Design mem_access_stage, sky130hd; sources not shown.
Signal wires by layer:
The bar under the picture is 50 microns long.
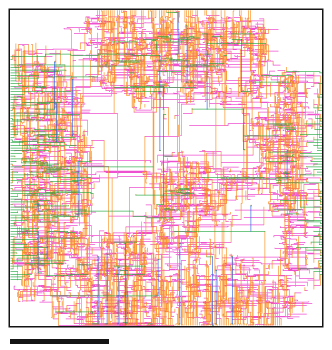
| colour | layer | wire length |
|---|---|---|
| green | M3 | 2650 microns |
| orange | M2 | 15400 microns |
| blue | M4 | 725 microns |
| magenta | M1 | 13000 microns |
via count: 9529
Routed WL per cell: 17.8 microns
WL final: 31800 microns
All-Layer GR Usage: 23.5%

Placement by cell class:
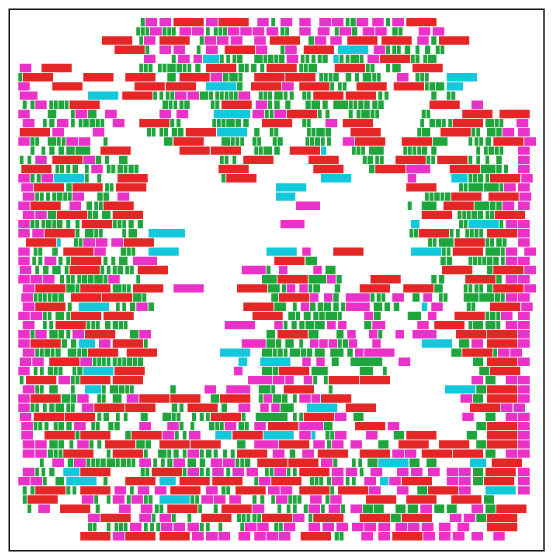
| colour | class | cells | share of their area |
|---|---|---|---|
| green | remaining logic cells | 829 | 28% |
| magenta | remaining buffers and delay cells | 365 | 26% |
| cyan | clock drivers and dummy loads | 44 | 6.0% |
| red | registers | 221 | 39% |
final instance area: 14600 sq um
num rows: 57
Finished Core Util: 61.1%
Core Area: 23800 sq um

==> job_summary.md <==
## Synthesis and layout report

| Metric | Value |
|---|---|
| Status | finished clean |
| Met3 wire len | about 2600 microns |
| FF+latch count, synth | 221 |
| Kind of critical path | flop to flop |
| Largest cell class | registers |
| Setup ws final | around 0.043 ns |
| Number of setup buffers added after CTS | 0 |
| Dominant kind of combinational cell | simple AND/OR/NAND/NOR gates |
| Top cell area share | between 50% and 60% |
| CTS Root Cell | clkbuf_16 |
| CLK BUF | 35 |
| Worst hold stages | 3 |
| Crit-path slowest cell | or4_4 |
| Routed met2 length | around 15000 microns |
| Clk power | slightly below 0.004 W |
| Layout cells sized above 1 | approximately 8.3% |
| Count of non-CTS inverters in the layout | 5 |
| Placed inst area | roughly 14000 sq um |
| Syn Nets | around 1300 |
| Vias in the first global route | about 9500 |
| Placer Congestion | 0.842 |
| XOR Share, Synth | less than 1% |
| Final Cycle Share | between 90% and 100% |
| RSZ-0062 raised after global routing | true |
| Grt met3 use | 5.26% |
| Multi-input gate count | roughly 820 |
| Top Layer Used | met4 |
| Vias per std cell | 5.34 |
| # DRC | 0 |
| Maxcap violations | 0 |
| Crit path launch type | flop |
| Post-CTS Resized | 5 |
| Syn avg cell area | a little under 9 sq um |
| Crit-path cells | ha_2 -> nand3_1 -> xor2_1 -> a211o_1 -> or4_4 -> buf_12 -> a22oi_1 -> nor2_1 |
| Nets@finish | 1583 |
| Met2 Use GR | between 30% and 40% |
| Top pwr grp | registers |
| Final Total Pwr | between 0.01 and 0.015 W |
| DR pass1 iterations | 5 |
| Dominant logic cell type in the layout | clkdlybuf4s50_1 |
| Flops | about 220 |
| Worst Hold Class | input port to flop |
| Final hold vios | 0 |
| Well Taps | between 300 and 400 |
| # H-tree levels | 1 |
| Die W | roughly 160 microns |
| Clock network area share | a little under 6% |
| Synth area leaders | dfrtp_1, nand2_1, nor2_1, a21oi_1, a22oi_1 |
| Layer with the highest usage | met2 |
| Cts hold-fix bufs | 1 |
| CTS Sinks | between 200 and 250 |
| Comb pwr | between 0.005 and 0.006 W |
| Largest delay share family, worst path | simple AND/OR/NAND/NOR gates |
| Inst Count DP | approximately 1700 |
| Non-filler cells, final | approximately 1800 |
| Fp util | between 40% and 50% |
| Late-Pin Clk Latency | 0.53 ns |
| Iteration-0 DRC count of the detailed router | 732 |
| Mapped Cells | roughly 1100 |
| First-pass GRT wire length | 48300 microns |
| Clock Path Buffers | 3 |
| Antenna-violating nets left | 0 |
| Flip-flops with a built-in enable | 0 |
| # setup viols final | 0 |
| Share of flip-flops with an asynchronous set or reset | 100% |
| Layout non-clock buf frac | 25.7% |
| Die area | around 25000 sq um |
| Most instantiated library cell after synthesis | nand2_1 |
| Tool Warnings | 28 |
| Final global-route overflow total | 0 |
| Critical Path RT | roughly 2.8 ns |
Power and IR drop assume default switching activity.
